$ cat config.mk
export PLATFORM = sky130hd
export DESIGN_NAME = pipe_reg_skid
export DESIGN_NICKNAME = d
export VERILOG_FILES = /design/src/rtl/pipe_reg_skid.sv
export SDC_FILE = /design/constraint.sdc
export NUM_CORES = 1
export LEC_CHECK = 0
export CORE_ASPECT_RATIO = 2
export CORE_MARGIN = 5
export CORE_UTILIZATION = 54
export CTS_CLUSTER_DIAMETER = 50
export DETAILED_ROUTE_END_ITERATION = 10
export GPL_ROUTABILITY_DRIVEN = 0
export GPL_TIMING_DRIVEN = 0
export PLACE_DENSITY = 0.86
export SYNTH_ARGS = -nofsm -noshare
export SYNTH_HDL_FRONTEND = slang
export SYNTH_SLANG_ARGS = --single-unit
export TNS_END_PERCENT = 5
$ cat constraint.sdc
create_clock -name clock -period 3.2 [get_ports clock]
set_input_delay 0.48 -clock clock [delete_from_list [all_inputs] [get_ports clock]]
set_output_delay 0.48 -clock clock [all_outputs]
set_load 0.01 [all_outputs]
$ cat src/rtl/pipe_reg_skid.sv
// ---------------------------------------------------------------------------
// pipe_reg_skid
//
// Pipeline register with a valid/ready handshake and a one-entry skid buffer.
// The main register M always drives out_data. The skid register S catches the
// word that arrives while the consumer is stalled. Both handshake outputs are
// decoded from the state flops only, so out_ready never reaches in_ready
// combinationally, and the stage still sustains one transfer per cycle.
//
// Parameters
//   WIDTH     payload width in bits (>= 1)
//   RESET_VAL value loaded into M and S on reset
//   CNT_W     stall counter width (>= 1)
//
// Ports
//   clock      in   rising-edge clock
//   clr_n      in   asynchronous active-low reset
//   flush      in   synchronous flush; empties the stage, highest priority
//   in_valid   in   producer has data
//   in_ready   out  stage can accept (state != FULL)
//   in_data    in   producer payload
//   out_valid  out  out_data holds valid data (state != EMPTY)
//   out_ready  in   consumer accepts
//   out_data   out  payload from the main register M
//   occupancy  out  entries held: 0, 1 or 2
//   stall_cnt  out  saturating count of cycles with out_valid & ~out_ready
// ---------------------------------------------------------------------------
module pipe_reg_skid #(
    parameter int unsigned             WIDTH     = 66,
    parameter logic [WIDTH-1:0]        RESET_VAL = '0,
    parameter int unsigned             CNT_W     = 16
) (
    input  logic             clock,
    input  logic             clr_n,
    input  logic             flush,
    input  logic             in_valid,
    output logic             in_ready,
    input  logic [WIDTH-1:0] in_data,
    output logic             out_valid,
    input  logic             out_ready,
    output logic [WIDTH-1:0] out_data,
    output logic [1:0]       occupancy,
    output logic [CNT_W-1:0] stall_cnt
);

    // The state encoding is the occupancy value itself.
    typedef enum logic [1:0] {
        EMPTY = 2'd0,
        ONE   = 2'd1,
        FULL  = 2'd2
    } state_t;

    state_t             state_q, state_d;
    logic [WIDTH-1:0]   m_q, m_d;
    logic [WIDTH-1:0]   s_q, s_d;
    logic [CNT_W-1:0]   cnt_q, cnt_d;
    logic               accept;
    logic               pop;

    always_ff @(posedge clock or negedge clr_n) begin
        if (!clr_n) begin
            state_q <= EMPTY;
            m_q     <= RESET_VAL;
            s_q     <= RESET_VAL;
            cnt_q   <= '0;
        end else begin
            state_q <= state_d;
            m_q     <= m_d;
            s_q     <= s_d;
            cnt_q   <= cnt_d;
        end
    end

    always_comb begin
        state_d = state_q;
        m_d     = m_q;
        s_d     = s_q;
        cnt_d   = cnt_q;

        out_valid = (state_q != EMPTY);
        in_ready  = (state_q != FULL);
        accept    = in_valid & in_ready;
        pop       = out_valid & out_ready;

        if (flush) begin
            // Data registers hold; any word accepted this cycle is dropped.
            state_d = EMPTY;
        end else begin
            unique case (state_q)
                EMPTY: begin
                    if (accept) begin
                        m_d     = in_data;
                        state_d = ONE;
                    end
                end
                ONE: begin
                    if (accept && pop) begin
                        m_d = in_data;
                    end else if (accept) begin
                        s_d     = in_data;
                        state_d = FULL;
                    end else if (pop) begin
                        state_d = EMPTY;
                    end
                end
                FULL: begin
                    // in_ready is low here, so only a pop can happen.
                    if (pop) begin
                        m_d     = s_q;
                        state_d = ONE;
                    end
                end
                default: begin
                    state_d = EMPTY;
                end
            endcase
        end

        // Counts regardless of flush and sticks at all-ones.
        if (out_valid && !out_ready && (cnt_q != '1)) begin
            cnt_d = cnt_q + CNT_W'(1);
        end
    end

    assign out_data  = m_q;
    assign occupancy = state_q;
    assign stall_cnt = cnt_q;

endmodule

### Clock wiring as the flow saved it, run 1

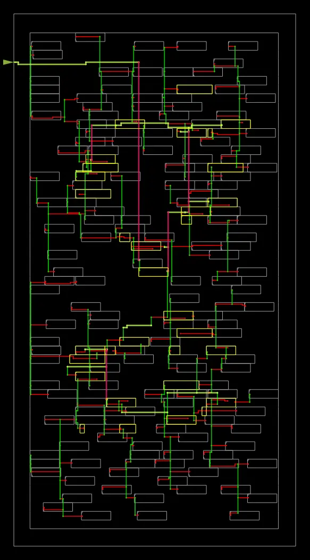
Seq Cell Count: 150
number of clock buffers in the layout: 21
clock sink count: 150
power consumed by the clock network: 2.33 mW

### Power grid, run 1

Pins as bars on the die edge.
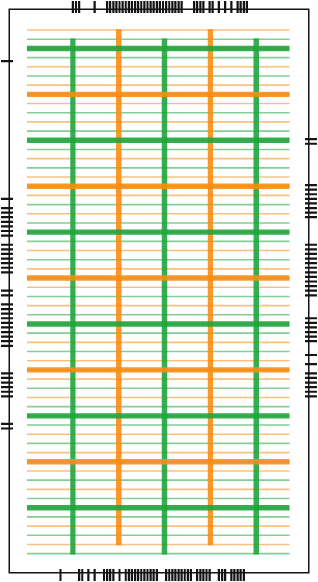
Key: green = VSS; orange = VDD
11 straps on met5. 58 met1 rails follow the rows.
peak supply drop: 0.592 mV
width of the die: 88.2 um
area of the core: 12100 um2
vertical die size: 166 um

==> summary.rpt, run 1 <==
PHYSICAL IMPLEMENTATION REPORT
----------------------------------------------------
[Layout]
  Sequential cell area in the final layout ........................ between 3000 and 4000 um2
  Most numerous logic cells after layout ........................ 171 x mux2_2, 155 x clkdlybuf4s50_1, 150 x dfrtp_1
  Count of non-CTS buffers in the layout ........................ roughly 180
  Antenna diode count ........................ 3
  Register share of the cell area ........................ 0.413
  Final #Nets ........................ roughly 690
  Cell type taking the most area ........................ sequential cells
  Fill count ........................ ~760
  Non-CTS inverters ........................ 1
  Combinational gate area ........................ around 2700 um2
  Area added between synthesis and finish ........................ 37.5%
  Multi-input combinational cell count ........................ 266
  Layout non-clock buf frac ........................ 0.188
  Final core occ ........................ 0.754
  Share of cells above drive strength 1 ........................ 0.363
  Finished Cell Area ........................ 9080 um2

[Timing]
  Measured slew at the worst slew-check pin ........................ 693 ps
  Final-report hold violation count ........................ 0
  Final tally of setup violations ........................ 0
  Setup repair after global routing missed its margin ........................ no
  Min Hold Slack ........................ between 60 and 70 ps
  Final count of pins violating max slew ........................ 0
  Clock period minus final worst setup slack ........................ 2760 ps
  Fin Setup TNS ........................ 0 ps
  Final critical-path share of the clock period ........................ 0.862
  Skew final ........................ about 14 ps
  Worst slew slack as a fraction of its limit ........................ 0.538
  Maximum achievable frequency ........................ 362 MHz
  Worst path setup slack after routing ........................ 441 ps

[Power and ir drop]
  Power share of the combinational group ........................ 0.202
  Largest power group ........................ sequential cells
  Flop pwr share ........................ 0.422
  Tot Pwr ........................ just over 6 mW
  Seq group ........................ 2.61 mW
  Leak pwr ........................ slightly below 4 nW
  Pint ........................ between 4 and 5 mW
  Logic power comb ........................ about 1.3 mW
  Fraction of power spent switching nets ........................ 0.239
  Proportion of power drawn by the clock network ........................ 0.376
  Areal power density over the cells ........................ around 680 nW/um2
  Sw Pwr ........................ around 1.5 mW

[Place]
  Place WS ........................ 608 ps
  Number of I/O port buffers ........................ around 160
  Post-detailed-placement cell area ........................ between 8000 and 9000 um2
  DPL Wire Length ........................ 11000 um
  Inst Count DP ........................ ~740

[Drt]
  Routed met2 length ........................ ~9000 um
  Top layer in use ........................ met4
  WL met3 ........................ roughly 690 um
  Remaining antenna violation count ........................ 0
  Average detailed-routed wire length per instance ........................ roughly 20 um
  Total routed wirelength ........................ around 15000 um
  Number of detailed-route iterations in the first pass ........................ 4
  Sum of routed wire segments on met1 ........................ a little over 5000 um
  Drt first-iter violations ........................ 125
  DRC viols ........................ 0
  Via count ........................ between 4000 and 5000
  Vias/cell ........................ ~5.4

[Global route]
  Leftover overflow at the end of global routing ........................ 0
  Number of antenna violations at the first check in global routing ........................ 3
  Vias in the first global route ........................ roughly 4900
  Met2 track utilization from global routing ........................ 0.410
  Most utilized layer in the global route result ........................ met2
  Met3 Resource Use GR ........................ 0.0524
  Gr usage total ........................ 0.219
  Pin count of the biggest net entering global routing ........................ ~78
  Met1 capacity usage during global routing ........................ 0.223

[Critical path]
  Crit path max fanout ........................ 10
  Category of the critical setup timing path ........................ register to primary output
  Worst R2R End ........................ out_data[52]$_DFFE_PN0P_
  Cell-by-cell trace of the critical path ........................ nor2b_1 -> buf_2 -> buf_6 -> buf_2 -> inv_1 -> clkdlybuf4s50_1
  Worst setup path end ........................ in_ready
  Beginning of the critical path ........................ occupancy[1]$_DFFE_PN0P_
  Largest stage delay, worst path ........................ just over 500 ps
  Setup slack of the worst register-to-register path ........................ between 1000 and 1500 ps
  Reg2Reg Launch Point ........................ occupancy[1]$_DFFE_PN0P_
  Cell family with most CP delay ........................ buffers and inverters
  Endpoint arrival time on the critical path ........................ roughly 2300 ps
  Crit path max-delay cell type ........................ dfrtp_1
  Kind of launch point of the worst setup path ........................ register
  Length in cells of the worst reg-to-reg path ........................ 5
  Worst path bufs/invs ........................ 5
  Critical path depth in cells ........................ 6
  Most common cell type on the critical path ........................ buf_2
  Critical Path Sink Type ........................ primary output
  Critical path data required time ........................ between 2000 and 3000 ps

[Floorplan]
  Well Taps ........................ between 100 and 150
  Std-Cell Rows ........................ 57
  Chip area ........................ ~15000 um2
  FP Util ........................ 0.548
  Number of top-level pins ........................ approximately 160

[Clock network]
  Clock latency on the worst-skew pair ........................ between 400 and 500 ps
  Clock tree root buffer cell ........................ clkbuf_16
  Number of gates resized after CTS ........................ 0
  Reg clk slew, reported paths ........................ about 60 ps
  Deepest clock path buffer count ........................ 2
  Cts bufs inserted ........................ 17
  Number of buffers inserted for hold repair after clock tree synthesis ........................ 0
  TritonCTS clock tree ........................ yes
  H-tree level count ........................ 4
  Number of buffers inserted by post-CTS setup repair ........................ 0

[Logic synthesis]
  YS chip area ........................ ~6600 um2
  Async S/R FF share, synth ........................ 1.00
  Most common flop cell mapped by yosys ........................ dfrtp_1
  Top cells by area, synth ........................ dfrtp_1 57%, mux2_2 29%, mux2_1 4.8%
  Cell with the most instances after synthesis ........................ mux2_2
  Share of the synthesized area in the top cell type ........................ 0.568
  Simple-gate share of the synthesized area ........................ 0.0449
  Post-synthesis share of cell area spent on xor and xnor gates ........................ 0.0199
  Nets in the synthesized netlist ........................ roughly 510
  Number of cells in Yosys stat ........................ between 400 and 500
  Most instantiated cells after synthesis ........................ 171 x mux2_2, 150 x dfrtp_1, 28 x mux2_1
  Post-synthesis cell type with the largest combined area ........................ dfrtp_1
  Compound-Gate Fraction of Synth Area ........................ 0.00549
  Area fraction in full adders, half adders and majority gates ........................ 0.00189
  Largest combinational cell category by area ........................ multiplexers
  Mean post-synth cell area ........................ approximately 15 um2
  Count of cell types in the netlist ........................ 34
  Post-synthesis sequential element count ........................ approximately 150
  Count of yosys warnings during synthesis ........................ 0
  Netlist Area Pre-Place ........................ 6610 um2
  Count of mapped cells out of synthesis ........................ ~440
  Post-synth mux share ........................ 0.341
  Register area share after synthesis ........................ 0.568
  Post-synth tally of flip-flops with integrated enable ........................ 0

[Outcome]
  Outcome ........................ finished clean

[Job]
  Max cap viols ........................ 0
  Number of OpenROAD warnings ........................ 26

----------------------------------------------------
### Gate-type map, run 1

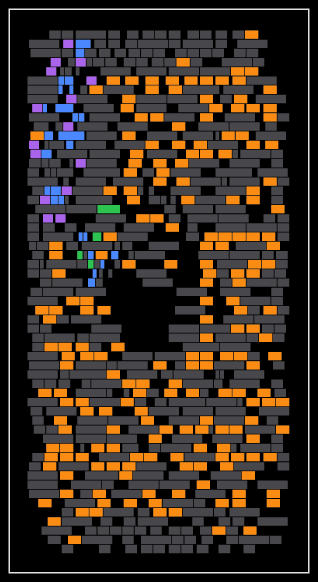
Key: purple = XOR/XNOR gates [cells 15, where upper left]; blue = NOR gates [cells 25, where upper left]; green = inverting AOI/OAI gates [cells 4, where middle left]; orange = multiplexers [cells 200, where all over the die]
logic share of the area: 0.300
most common library cell in the layout ignoring fill and taps: mux2_2
final non-filler cell total: 778

==> run 2: changes to the inputs <==
--- a/config.mk
+++ b/config.mk
@@ -7,12 +7,12 @@
 export LEC_CHECK = 0
 export CORE_ASPECT_RATIO = 2
 export CORE_MARGIN = 5
-export CORE_UTILIZATION = 54
+export CORE_UTILIZATION = 50
 export CTS_CLUSTER_DIAMETER = 50
 export DETAILED_ROUTE_END_ITERATION = 10
 export GPL_ROUTABILITY_DRIVEN = 0
 export GPL_TIMING_DRIVEN = 0
-export PLACE_DENSITY = 0.86
+export PLACE_DENSITY_LB_ADDON = 0.25
 export SYNTH_ARGS = -nofsm -noshare
 export SYNTH_HDL_FRONTEND = slang
 export SYNTH_SLANG_ARGS = --single-unit
==> constraint.sdc (replaced) <==
create_clock -name clock -period 2.6 [get_ports clock]
set_input_delay 0.39 -clock clock [delete_from_list [all_inputs] [get_ports clock]]
set_output_delay 0.39 -clock clock [all_outputs]
set_load 0.01 [all_outputs]
### A small window of the routed layout, run 2

Region (0, 104) to (50, 154) um. Cells in gray, sequential cells in the stronger gray; small squares are vias.
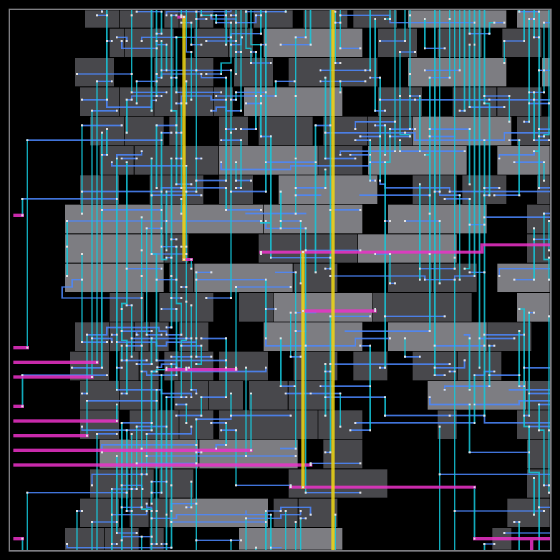
Key: yellow = metal 4; cyan = metal 2; blue = metal 1; magenta = metal 3
132 logic cells have their middle in the window. Netlist names of flops here include stall_cnt (9), out_data (8), s_q (8). Most frequent: mux2_2 (28), dfrtp_1 (25), clkdlybuf4s50_1 (18). Sequential cells in the window: 26.

### Sequential cells colored by netlist name, run 2

Other sequential cells in the stronger gray, the rest of the logic in the fainter gray.
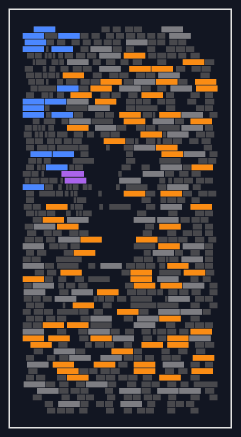
Key: blue = stall_cnt [flops 16, where upper left]; orange = s_q [flops 66, where all over the die]; purple = occupancy [flops 2]
Another 66 sequential cells are not colored.
Seq group: 3.20 mW
sequential cell area in the final layout: 3750 um2

==> run 2 against run 1 <==
Total power is 16% higher; final area is 1.1% lower; routed wire length is 4.2% lower; sequential cell count stayed put; area after synthesis stayed put; final cell count is 0.26% higher.
==> summary.rpt, run 2 <==
PHYSICAL IMPLEMENTATION REPORT
----------------------------------------------------
[Outcome]
  Outcome ........................ finished clean (unchanged)

[Clock network]
  Cts bufs inserted ........................ 17 (unchanged)
  Deepest clock path buffer count ........................ 2 (unchanged)
  Number of gates resized after CTS ........................ 1 (was 0)
  Reg clk slew, reported paths ........................ 60 ps (about the same)
  Clock sink count ........................ 150 (unchanged)
  Number of buffers inserted for hold repair after clock tree synthesis ........................ 1 (was 0)
  H-tree level count ........................ 4 (unchanged)

[Timing]
  Worst path setup slack after routing ........................ 233 ps (was 441 ps)
  Clock period minus final worst setup slack ........................ 2370 ps
  Final-report hold violation count ........................ 0 (unchanged)
  Final critical-path share of the clock period ........................ 0.910
  Worst slew slack as a fraction of its limit ........................ 0.532 (was 0.538)
  Skew final ........................ 5.50 ps (was 14.1 ps)
  Setup repair after global routing missed its margin ........................ no (unchanged)
  Fin Setup TNS ........................ 0 ps (unchanged)
  Final tally of setup violations ........................ 0 (unchanged)
  Min Hold Slack ........................ 491 ps (was 64.2 ps)

[Drt]
  Sum of routed wire segments on met1 ........................ 5320 um (was 5060 um)
  Drt first-iter violations ........................ 100 (was 125)
  Remaining antenna violation count ........................ 0 (unchanged)
  DRC viols ........................ 0 (unchanged)
  Average detailed-routed wire length per instance ........................ 18.7 um (was 19.6 um)
  Via count ........................ 4141 (was 4238)
  Number of detailed-route iterations in the first pass ........................ 4 (unchanged)

[Layout]
  Final #Nets ........................ 687 (unchanged)
  Area added between synthesis and finish ........................ 36.0% (was 37.5%)
  Register share of the cell area ........................ 0.418 (was 0.413)
  Number of clock buffers in the layout ........................ 20 (was 21)
  Multi-input combinational cell count ........................ 266 (unchanged)
  Final core occ ........................ 0.691 (was 0.754)
  Non-CTS inverters ........................ 1 (unchanged)
  Logic share of the area ........................ 0.304 (was 0.300)
  Final non-filler cell total ........................ 780 (was 778)
  Finished Cell Area ........................ 8980 um2 (was 9080 um2)

[Power and ir drop]
  Leak pwr ........................ 3.85 nW (was 3.91 nW)
  Sw Pwr ........................ 1.83 mW (was 1.48 mW)
  Pint ........................ 5.32 mW (was 4.71 mW)
  Power share of the combinational group ........................ 0.214 (was 0.202)
  Peak supply drop ........................ 0.648 mV (was 0.592 mV)
  Areal power density over the cells ........................ 797 nW/um2 (was 681 nW/um2)
  Power consumed by the clock network ........................ 2.43 mW (was 2.33 mW)
  Fraction of power spent switching nets ........................ 0.256 (was 0.239)

[Critical path]
  Crit path max-delay cell type ........................ dfrtp_1 (unchanged)
  Kind of launch point of the worst setup path ........................ register (unchanged)
  Length in cells of the worst reg-to-reg path ........................ 6 (was 5)
  Crit path max fanout ........................ 19 (was 10)
  Beginning of the critical path ........................ occupancy[0]$_DFFE_PN0P_ (was occupancy[1]$_DFFE_PN0P_)
  Setup slack of the worst register-to-register path ........................ 510 ps (was 1020 ps)
  Critical Path Sink Type ........................ primary output (unchanged)
  Cell-by-cell trace of the critical path ........................ nor2b_1 -> buf_2 -> buf_6 -> inv_1 -> clkdlybuf4s50_1 (was nor2b_1 -> buf_2 -> buf_6 -> buf_2 -> inv_1 -> clkdlybuf4s50_1)
  Worst R2R End ........................ out_data[9]$_DFFE_PN0P_ (was out_data[52]$_DFFE_PN0P_)
  Critical path depth in cells ........................ 5 (was 6)

[Logic synthesis]
  Nets in the synthesized netlist ........................ 511 (unchanged)
  YS chip area ........................ 6610 um2 (unchanged)
  Post-synthesis share of cell area spent on xor and xnor gates ........................ 0.0199 (unchanged)
  Most instantiated cells after synthesis ........................ 171 x mux2_2, 150 x dfrtp_1, 28 x mux2_1 (unchanged)
  Post-synthesis sequential element count ........................ 150 (unchanged)
  Area fraction in full adders, half adders and majority gates ........................ 0.00189 (unchanged)
  Most common flop cell mapped by yosys ........................ dfrtp_1 (unchanged)
  Mean post-synth cell area ........................ 15.0 um2 (unchanged)
  Register area share after synthesis ........................ 0.568 (unchanged)
  Async S/R FF share, synth ........................ 1.00 (unchanged)
  Post-synth tally of flip-flops with integrated enable ........................ 0 (unchanged)
  Post-synth mux share ........................ 0.341 (unchanged)
  Cell with the most instances after synthesis ........................ mux2_2 (unchanged)
  Simple-gate share of the synthesized area ........................ 0.0449 (unchanged)
  Count of cell types in the netlist ........................ 34 (unchanged)
  Post-synthesis cell type with the largest combined area ........................ dfrtp_1 (unchanged)

[Global route]
  Number of antenna violations at the first check in global routing ........................ 0 (was 3)
  Leftover overflow at the end of global routing ........................ 0 (unchanged)
  Met1 capacity usage during global routing ........................ 0.211 (was 0.223)
  Vias in the first global route ........................ 4669 (was 4896)
  Most utilized layer in the global route result ........................ met2 (unchanged)
  Gr usage total ........................ 0.193 (was 0.219)

[Place]
  Inst Count DP ........................ 748 (was 743)
  Post-detailed-placement cell area ........................ 8390 um2 (was 8380 um2)

[Job]
  Number of OpenROAD warnings ........................ 26 (unchanged)

[Floorplan]
  Std-Cell Rows ........................ 59 (was 57)
  Number of top-level pins ........................ 157 (unchanged)
  Area of the core ........................ 13000 um2 (was 12100 um2)
  FP Util ........................ 0.508 (was 0.548)

----------------------------------------------------
==> run 3: changes to the inputs <==
==> constraint.sdc (replaced) <==
create_clock -name clock -period 2.53 [get_ports clock]
set_input_delay 0.3795 -clock clock [delete_from_list [all_inputs] [get_ports clock]]
set_output_delay 0.3795 -clock clock [all_outputs]
set_load 0.01 [all_outputs]
### Gate-type map, run 3

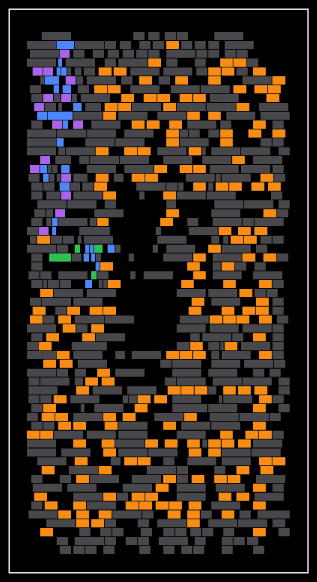
Key: blue = NOR gates [cells 25]; purple = XOR/XNOR gates [cells 15, where upper left]; green = inverting AOI/OAI gates [cells 4, where middle left]; orange = multiplexers [cells 200, where all over the die]
logic share of the area: 0.304
final non-filler cell total: 780

### A small window of the routed layout, run 3

Region (0, 104) to (50, 154) um. Cells in gray, sequential cells in the stronger gray; small squares are vias.
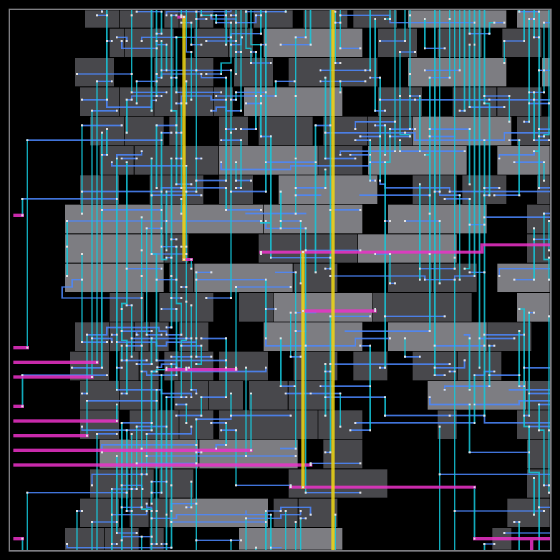
Key: blue = metal 1; magenta = metal 3; yellow = metal 4; cyan = metal 2
Most frequent: mux2_2 (28), dfrtp_1 (25), clkdlybuf4s50_1 (18). Netlist names of flops here include stall_cnt (9), out_data (8), s_q (8). Sequential cells in the window: 26. 132 logic cells have their middle in the window.

==> run 3 against run 2 <==
Final cell count did not move; routed wire length did not move; sequential share of layout area did not move; clock power rose by 2%; non-clock buffer count did not move; sequential cell count did not move; global-route usage did not move; die size did not move; critical path type unchanged; largest cell class unchanged; largest power group unchanged.
==> summary.rpt, run 3 <==
PHYSICAL IMPLEMENTATION REPORT
----------------------------------------------------
[Outcome]
  Outcome ........................ finished clean (unchanged)

[Logic synthesis]
  Count of yosys warnings during synthesis ........................ 0 (unchanged)
  Mean post-synth cell area ........................ 15.0 um2 (unchanged)
  Top cells by area, synth ........................ dfrtp_1 57%, mux2_2 29%, mux2_1 4.8% (unchanged)
  Simple-gate share of the synthesized area ........................ 0.0449 (unchanged)
  Post-synth tally of flip-flops with integrated enable ........................ 0 (unchanged)
  Count of mapped cells out of synthesis ........................ 439 (unchanged)
  Netlist Area Pre-Place ........................ 6610 um2 (unchanged)
  Post-synthesis share of cell area spent on xor and xnor gates ........................ 0.0199 (unchanged)
  Compound-Gate Fraction of Synth Area ........................ 0.00549 (unchanged)
  Async S/R FF share, synth ........................ 1.00 (unchanged)
  Count of cell types in the netlist ........................ 34 (unchanged)
  Share of the synthesized area in the top cell type ........................ 0.568 (unchanged)
  Nets in the synthesized netlist ........................ 511 (unchanged)
  YS chip area ........................ 6610 um2 (unchanged)

[Power and ir drop]
  Peak supply drop ........................ 0.666 mV (was 0.648 mV)
  Tot Pwr ........................ 7.35 mW (was 7.16 mW)
  Power share of the combinational group ........................ 0.214 (about the same)
  Seq group ........................ 3.28 mW (was 3.20 mW)
  Areal power density over the cells ........................ 819 nW/um2 (was 797 nW/um2)
  Power consumed by the clock network ........................ 2.49 mW (was 2.43 mW)
  Fraction of power spent switching nets ........................ 0.256 (about the same)
  Largest power group ........................ sequential cells (unchanged)
  Sw Pwr ........................ 1.88 mW (was 1.83 mW)
  Pint ........................ 5.47 mW (was 5.32 mW)
  Logic power comb ........................ 1.58 mW (was 1.53 mW)
  Leak pwr ........................ 3.85 nW (unchanged)
  Flop pwr share ........................ 0.447 (about the same)

[Place]
  Inst Count DP ........................ 748 (unchanged)
  Place WS ........................ 35.4 ps (was 94.9 ps)

[Layout]
  Cell type taking the most area ........................ sequential cells (unchanged)
  Most numerous logic cells after layout ........................ 171 x mux2_2, 155 x clkdlybuf4s50_1, 149 x dfrtp_1 (unchanged)
  Sequential cell area in the final layout ........................ 3750 um2 (unchanged)
  Most common library cell in the layout ignoring fill and taps ........................ mux2_2 (unchanged)
  Number of clock buffers in the layout ........................ 20 (unchanged)
  Share of cells above drive strength 1 ........................ 0.365 (unchanged)
  Non-CTS inverters ........................ 1 (unchanged)
  Layout non-clock buf frac ........................ 0.191 (unchanged)
  Multi-input combinational cell count ........................ 266 (unchanged)
  Register share of the cell area ........................ 0.418 (unchanged)
  Antenna diode count ........................ 0 (unchanged)
  Seq Cell Count ........................ 150 (unchanged)

[Drt]
  Top layer in use ........................ met4 (unchanged)
  DRC viols ........................ 0 (unchanged)
  Drt first-iter violations ........................ 100 (unchanged)
  Routed met2 length ........................ 8340 um (unchanged)
  Average detailed-routed wire length per instance ........................ 18.7 um (unchanged)
  Remaining antenna violation count ........................ 0 (unchanged)
  Sum of routed wire segments on met1 ........................ 5320 um (unchanged)
  Total routed wirelength ........................ 14600 um (unchanged)
  WL met3 ........................ 719 um (unchanged)

[Critical path]
  Length in cells of the worst reg-to-reg path ........................ 6 (unchanged)
  Worst R2R End ........................ out_data[9]$_DFFE_PN0P_ (unchanged)
  Setup slack of the worst register-to-register path ........................ 440 ps (was 510 ps)
  Crit path max fanout ........................ 19 (unchanged)
  Critical path depth in cells ........................ 5 (unchanged)
  Beginning of the critical path ........................ occupancy[0]$_DFFE_PN0P_ (unchanged)
  Cell-by-cell trace of the critical path ........................ nor2b_1 -> buf_2 -> buf_6 -> inv_1 -> clkdlybuf4s50_1 (unchanged)
  Category of the critical setup timing path ........................ register to primary output (unchanged)
  Crit path max-delay cell type ........................ dfrtp_1 (unchanged)
  Worst setup path end ........................ in_ready (unchanged)
  Endpoint arrival time on the critical path ........................ 1980 ps (about the same)
  Critical path data required time ........................ 2150 ps (was 2210 ps)
  Reg2Reg Launch Point ........................ occupancy[0]$_DFFE_PN0P_ (unchanged)
  Critical Path Sink Type ........................ primary output (unchanged)
  Worst path bufs/invs ........................ 4 (unchanged)

[Job]
  Max cap viols ........................ 0 (unchanged)

[Clock network]
  Clock sink count ........................ 150 (unchanged)
  Number of gates resized after CTS ........................ 1 (unchanged)
  Number of buffers inserted by post-CTS setup repair ........................ 0 (unchanged)
  H-tree level count ........................ 4 (unchanged)
  Number of buffers inserted for hold repair after clock tree synthesis ........................ 1 (unchanged)
  Cts bufs inserted ........................ 17 (unchanged)
  Clock latency on the worst-skew pair ........................ 410 ps (about the same)
  Reg clk slew, reported paths ........................ 60 ps (about the same)

[Timing]
  Final tally of setup violations ........................ 0 (unchanged)
  Maximum achievable frequency ........................ approximately 420 MHz
  Clock period minus final worst setup slack ........................ approximately 2400 ps
  Min Hold Slack ........................ 491 ps (unchanged)
  Final critical-path share of the clock period ........................ 0.931
  Skew final ........................ 5.50 ps (unchanged)

[Global route]
  Pin count of the biggest net entering global routing ........................ 95 (unchanged)
  Gr usage total ........................ 0.193 (unchanged)
  Met2 track utilization from global routing ........................ 0.355 (unchanged)
  Number of antenna violations at the first check in global routing ........................ 0 (unchanged)
  Met3 Resource Use GR ........................ 0.0552 (unchanged)
  Met1 capacity usage during global routing ........................ 0.211 (unchanged)
  Vias in the first global route ........................ 4669 (unchanged)

[Floorplan]
  FP Util ........................ 0.508 (unchanged)
  Number of top-level pins ........................ 157 (unchanged)
  Chip area ........................ 15800 um2 (unchanged)
  Vertical die size ........................ 173 um (unchanged)
  Width of the die ........................ 91.3 um (unchanged)

----------------------------------------------------
Power is estimated from default activity; no workload was simulated.
